`src/rtl/cpu_pkg.sv`:
```
// Types and constants shared by the instruction fetch path: the fetch entry
// record, the NOP filler and the PC increment.
package cpu_pkg;

    localparam int INST_W = 32;
    localparam int PC_W = 32;
    localparam logic [INST_W-1:0] NOP_INST = 32'h0000_0013;
    localparam int PC_STEP = 4;

    typedef struct packed {
        logic [PC_W-1:0]   pc;
        logic [INST_W-1:0] inst;
    } fetch_entry_t;

endpackage

```
`src/rtl/fetch_fifo.sv`:
```
// Prefetch FIFO of {pc, instruction} entries. Flush clears it in one edge,
// and the head entry is read combinationally.
module fetch_fifo
    import cpu_pkg::*;
#(
    parameter int DEPTH = 4
) (
    input  logic                   clk,
    input  logic                   rst_n,
    input  logic                   flush,
    input  logic                   push,
    input  logic                   pop,
    input  fetch_entry_t           push_data,
    output fetch_entry_t           head,
    output logic [$clog2(DEPTH):0] count
);

    localparam int PTR_W = $clog2(DEPTH);
    localparam int CNT_W = PTR_W + 1;

    fetch_entry_t     mem [DEPTH];
    logic [PTR_W-1:0] wr_ptr;
    logic [PTR_W-1:0] rd_ptr;
    logic             pop_ok;
    logic             push_ok;

    // Occupancy guards keep count inside 0..DEPTH even if a caller misbehaves.
    assign pop_ok  = pop && (count != '0);
    assign push_ok = push && ((count < CNT_W'(DEPTH)) || pop_ok);

    always_ff @(posedge clk) begin
        if (!rst_n || flush) begin
            wr_ptr <= '0;
            rd_ptr <= '0;
            count  <= '0;
        end else begin
            if (push_ok) begin
                wr_ptr <= wr_ptr + PTR_W'(1);
            end
            if (pop_ok) begin
                rd_ptr <= rd_ptr + PTR_W'(1);
            end
            if (push_ok && !pop_ok) begin
                count <= count + CNT_W'(1);
            end else if (pop_ok && !push_ok) begin
                count <= count - CNT_W'(1);
            end
        end
    end

    always_ff @(posedge clk) begin
        if (rst_n && !flush && push_ok) begin
            mem[wr_ptr] <= push_data;
        end
    end

    assign head = mem[rd_ptr];

endmodule

```
`src/rtl/inst_fetch_queue.sv`:
```
// Instruction fetch front end: owns the fetch PC, reads instruction memory
// and feeds decode through a small prefetch FIFO with redirect flush.
module inst_fetch_queue
    import cpu_pkg::*;
#(
    parameter int          DEPTH    = 4,
    parameter logic [31:0] RESET_PC = 32'h0000_0000,
    parameter int          ADDR_W   = 32
) (
    input  logic                     clk,
    input  logic                     rst_n,
    output logic [ADDR_W-1:0]        inst_address,
    input  logic [INST_W-1:0]        instruction,
    input  logic                     redirect_valid,
    input  logic [ADDR_W-1:0]        redirect_pc,
    output logic                     out_valid,
    input  logic                     out_ready,
    output logic [ADDR_W-1:0]        out_pc,
    output logic [INST_W-1:0]        out_inst,
    output logic [$clog2(DEPTH):0]   count
);

    localparam int CNT_W = $clog2(DEPTH) + 1;

    logic [ADDR_W-1:0] fetch_pc;
    logic [ADDR_W-1:0] redirect_aligned;
    logic              deq;
    logic              enq;
    fetch_entry_t      push_data;
    fetch_entry_t      head;

    assign inst_address     = fetch_pc;
    assign redirect_aligned = redirect_pc & ~ADDR_W'(3);

    assign out_valid = (count != '0);
    assign deq       = out_valid && out_ready;
    assign enq       = !redirect_valid && ((count < CNT_W'(DEPTH)) || deq);

    always_ff @(posedge clk) begin
        if (!rst_n) begin
            fetch_pc <= RESET_PC[ADDR_W-1:0];
        end else if (redirect_valid) begin
            fetch_pc <= redirect_aligned;
        end else if (enq) begin
            fetch_pc <= fetch_pc + ADDR_W'(PC_STEP);
        end
    end

    always_comb begin
        push_data      = '0;
        push_data.pc   = PC_W'(fetch_pc);
        push_data.inst = instruction;
    end

    // A dequeue coinciding with a redirect is consumed but flushed along with the rest.
    fetch_fifo #(
        .DEPTH (DEPTH)
    ) u_fifo (
        .clk       (clk),
        .rst_n     (rst_n),
        .flush     (redirect_valid),
        .push      (enq),
        .pop       (deq && !redirect_valid),
        .push_data (push_data),
        .head      (head),
        .count     (count)
    );

    always_comb begin
        out_pc   = '0;
        out_inst = NOP_INST;
        if (out_valid) begin
            out_pc   = ADDR_W'(head.pc);
            out_inst = head.inst;
        end
    end

endmodule

```
`config.mk`:
```
export PLATFORM = sky130hd
export DESIGN_NAME = inst_fetch_queue
export DESIGN_NICKNAME = d
export VERILOG_FILES = /design/src/rtl/cpu_pkg.sv /design/src/rtl/fetch_fifo.sv /design/src/rtl/inst_fetch_queue.sv
export SDC_FILE = /design/constraint.sdc
export NUM_CORES = 1
export LEC_CHECK = 0
export CAP_MARGIN = 20
export CELL_PAD_IN_SITES_DETAIL_PLACEMENT = 0
export CELL_PAD_IN_SITES_GLOBAL_PLACEMENT = 1
export CORE_MARGIN = 1.5
export CORE_UTILIZATION = 25
export DETAILED_ROUTE_END_ITERATION = 8
export PLACE_DENSITY_LB_ADDON = 0.08
export SKIP_CTS_REPAIR_TIMING = 1
export SLEW_MARGIN = 40
export SYNTH_ARGS = -nofsm -noshare
export SYNTH_HDL_FRONTEND = slang
export SYNTH_SLANG_ARGS = --single-unit
```
`constraint.sdc`:
```
create_clock -name clk -period 3.8 [get_ports clk]
set_input_delay 0.76 -clock clk [delete_from_list [all_inputs] [get_ports clk]]
set_output_delay 0.76 -clock clk [all_outputs]
set_load 0.02 [all_outputs]
```
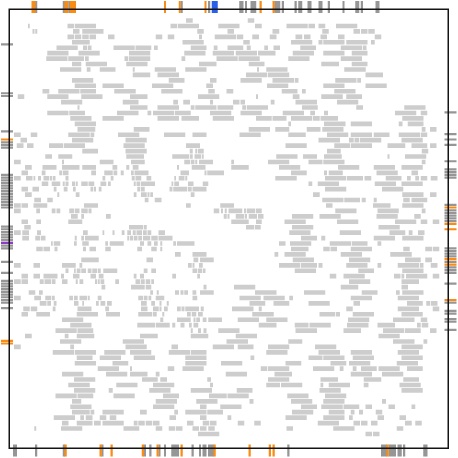
**Above:** ports around the boundary.
Drawn at 2 px/um. Pins as bars across the die edge, other pins in gray.
Key: orange = out_pc [pins 32, direction output, edge 12 north, 11 south, 6 east, 3 west]; blue = count [pins 3, direction output, edge north]; purple = rst_n [pins 1, direction input, edge west]

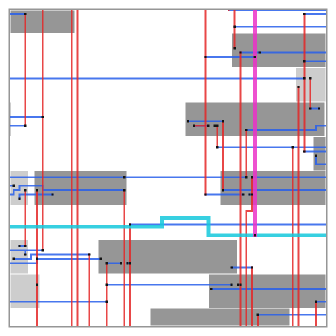
**Above:** close-up of the layout.
Window x 97 to 122, y 53 to 78 um. Cells in gray, sequential cells in the stronger gray; small squares are vias.
Key: magenta = M4; cyan = M3; red = M2; blue = M1
Most frequent: edfxtp_1 (6), dfxtp_1 (2). Sequential cells in the window: 8. 10 logic cells have their middle in the window. Netlist names of flops here include u_fifo.mem (6), inst_address (2).

==> flow_summary.yaml <==
# flow metrics
status:
  status: "finished clean"
detailed_routing:
  m1WireLength_mm: 13.8
  wirelength_mm: 31.3
  dr_wl_met3_mm: 1.67
  vias_per_cell: 4.53
  drc_errors: 0
  ant_nets: 0
  dr.max_layer_used: "met5"
  dr_wl_met2_mm: 15.2
  dr.pass1.iters: 4
  drt_iter0_drc: 408
  num_vias: 6761
power_and_ir_drop:
  total_power_mw: 7.71
  ir_drop_uv: 245
  leakage_nw: 4.90
  p_per_area_nw_per_um2: 502
min_path:
  hp-start: "u_fifo.wr_ptr[1]"
  min_to: "u_fifo.wr_ptr[1]"
  whs_path_depth: 2
  hp-class: "flip-flop to flip-flop"
synthesis:
  ff_type: "edfxtp_1"
  ys_ff: 287
  synth_warnings: 0
  synthDistinctLibCells: 49
  ys_area_sq_um: 11600
  yosys.area_share.adder_pct: 0.817
  synth-xor-area-share_pct: 1.05
  synth.avg_cell_area_sq_um: 17.1
  top_cell_area_share_pct: 64.0
  logic_family: "multiplexers"
  syn_area_sq_um: 11600
  yosys_cells: 681
  synthCells: 681
  common_cells: "edfxtp_1 (248), and2_1 (65), mux4_2 (62)"
  yosys.area_share.aoi_pct: 3.97
  ys_sh_mux_pct: 12.1
  async_reset_ff_share_pct: 0
  synth_top_cell_by_count: "edfxtp_1"
  synthSimpleGateAreaFrac_pct: 9.50
  synth-edff-count: 248
  ys_seq_share_pct: 70.7
  yosysTopAreaCell: "edfxtp_1"
  area_leaders: "edfxtp_1 (64%), mux4_2 (12%), dfxtp_1 (6.7%)"
final_timing:
  hold_violations: 0
  tns_ns: 0
  whs_ns: 0.499
  finalClockPeriodUsage_pct: 93.1
  setup_viol: 0
  post-route-min-period_ns: 3.54
  fin_ws_ns: 0.264
  fin_skew_ns: 0.0168
  tightest_slew_ns: 0.548
  fmax_mhz: 283
  rsz0062_at_grt: "no"
  maxSlewHeadroom_pct: 63.4
  slew_viol_final: 0
finish:
  synthToLayoutAreaGrowth_pct: 31.9
  largest_reg_flops: 248
  final_cell_mix: "edfxtp_1 (248), clkdlybuf4s50_1 (161), mux4_2 (62), and2_1 (61)"
  drive_gt1_share_pct: 18.0
  postLayoutCoreUtil_pct: 33.6
  stdcell_area_sq_um: 15400
  antennaDiodeCount: 0
  finalNetCount: 940
  mostFrequentLayoutCell: "edfxtp_1"
  regMostFlops: "u_fifo.mem"
  final_cells: 1491
critical_path:
  critPathLaunchType: "flip-flop"
  max_stage_delay_ns: 0.61
  cpMaxStageDelayCell: "clkdlybuf4s50_1"
  r2r_setup_slack_ns: 1.24
  crit_fanout: 30
  critPathArrivalTime_ns: 2.78
  required_ns: 3.04
  reg2reg_depth: 11
  path_class: "flip-flop to output pin"
  r2r-end: "u_fifo.count[2]"
  end_kind: "output pin"
  path_cells: "buf_12, mux4_2, and2_1, clkdlybuf4s50_1"
  crit_path_end: "out_pc[15]"
  r2r_start: "u_fifo.count[2]"
floorplanning:
  ioPinCount: 168
  core-area_sq_um: 45700
  chipWidth_um: 219
  fp_util_pct: 25.5
  rows: 78
  die_height_um: 219
  dieArea_sq_um: 47900
clocking:
  htree_levels: 2
  cts_buffer_depth: 3
  cts_buffers: 35
  cts.clk_slew.worst_paths_ns: 0.06
  cts_root_buf: "clkbuf_16"
  insertion_delay_ns: 0.53
  cts_tree: "built"
  clock-sinks: 287
grt:
  grt_util_met1_pct: 17.5
  grt_pass1_vias: 7305
  antenna_found_initial: 1
  grt_first_pass_wirelength_mm: 47.1
  use_met2_pct: 22.1
  busiest_layer: "met2"
  grt_use_total_pct: 13.4
  grt_max_degree: 39
  grt_overflow: 0
placement:
  place_hpwl_mm: 20.0
  place.gp.congestion: 0.735
  place_worst_setup_slack_ns: 0.601
  dp.cells: 1428
  placed_cell_area_sq_um: 14200
  io_buffers: 161
flow_run:
  cap_violations: 0
  tool_warnings: 31
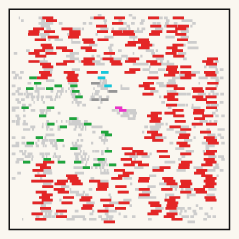
**Above:** where the registers sit.
Drawn at 1 px/um. Other sequential cells in the stronger gray, the rest of the logic in the fainter gray.
Key: cyan = u_fifo.count [placed flops 3]; magenta = u_fifo.wr_ptr [placed flops 2]; green = inst_address [placed flops 30]; red = u_fifo.mem [placed flops 248, where spread over the die]
Another 4 sequential cells are not colored.

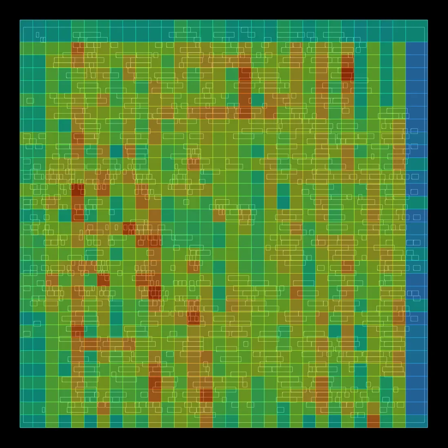
**Above:** routing congestion map.
wire per inst: 21.0 um
met3 GRT Util: 3.33%

-- worst max-delay path, delay by kind of cell, from the launching register on --
kind	cells	cell delay (ns)
DFF	1	0.56
and+or+nand+nor	1	0.17
buffers and inverters	2	0.93
muxes	1	0.55
-- power by group --
part           leakage [nW]  switching (mW)  internal [mW]  total, mW
Clock                 0.580            1.30           2.09       3.39
Sequential             2.60          0.0798           3.52       3.60
Combinational          1.73           0.377          0.351      0.729
Total                  4.90            1.76           5.95       7.71
-- cell type report --
cell class              count  area, sq um
clock buffers              44          972
clock inverters            19          201
fillers                  4433        30300
inverters                   7         26.3
multi-input cells         346         3220
flip-flops and latches    287         8240
well taps                 600          751
repair buffers            188         1950
No activity file was given, so power comes from the tool's default toggle rates.
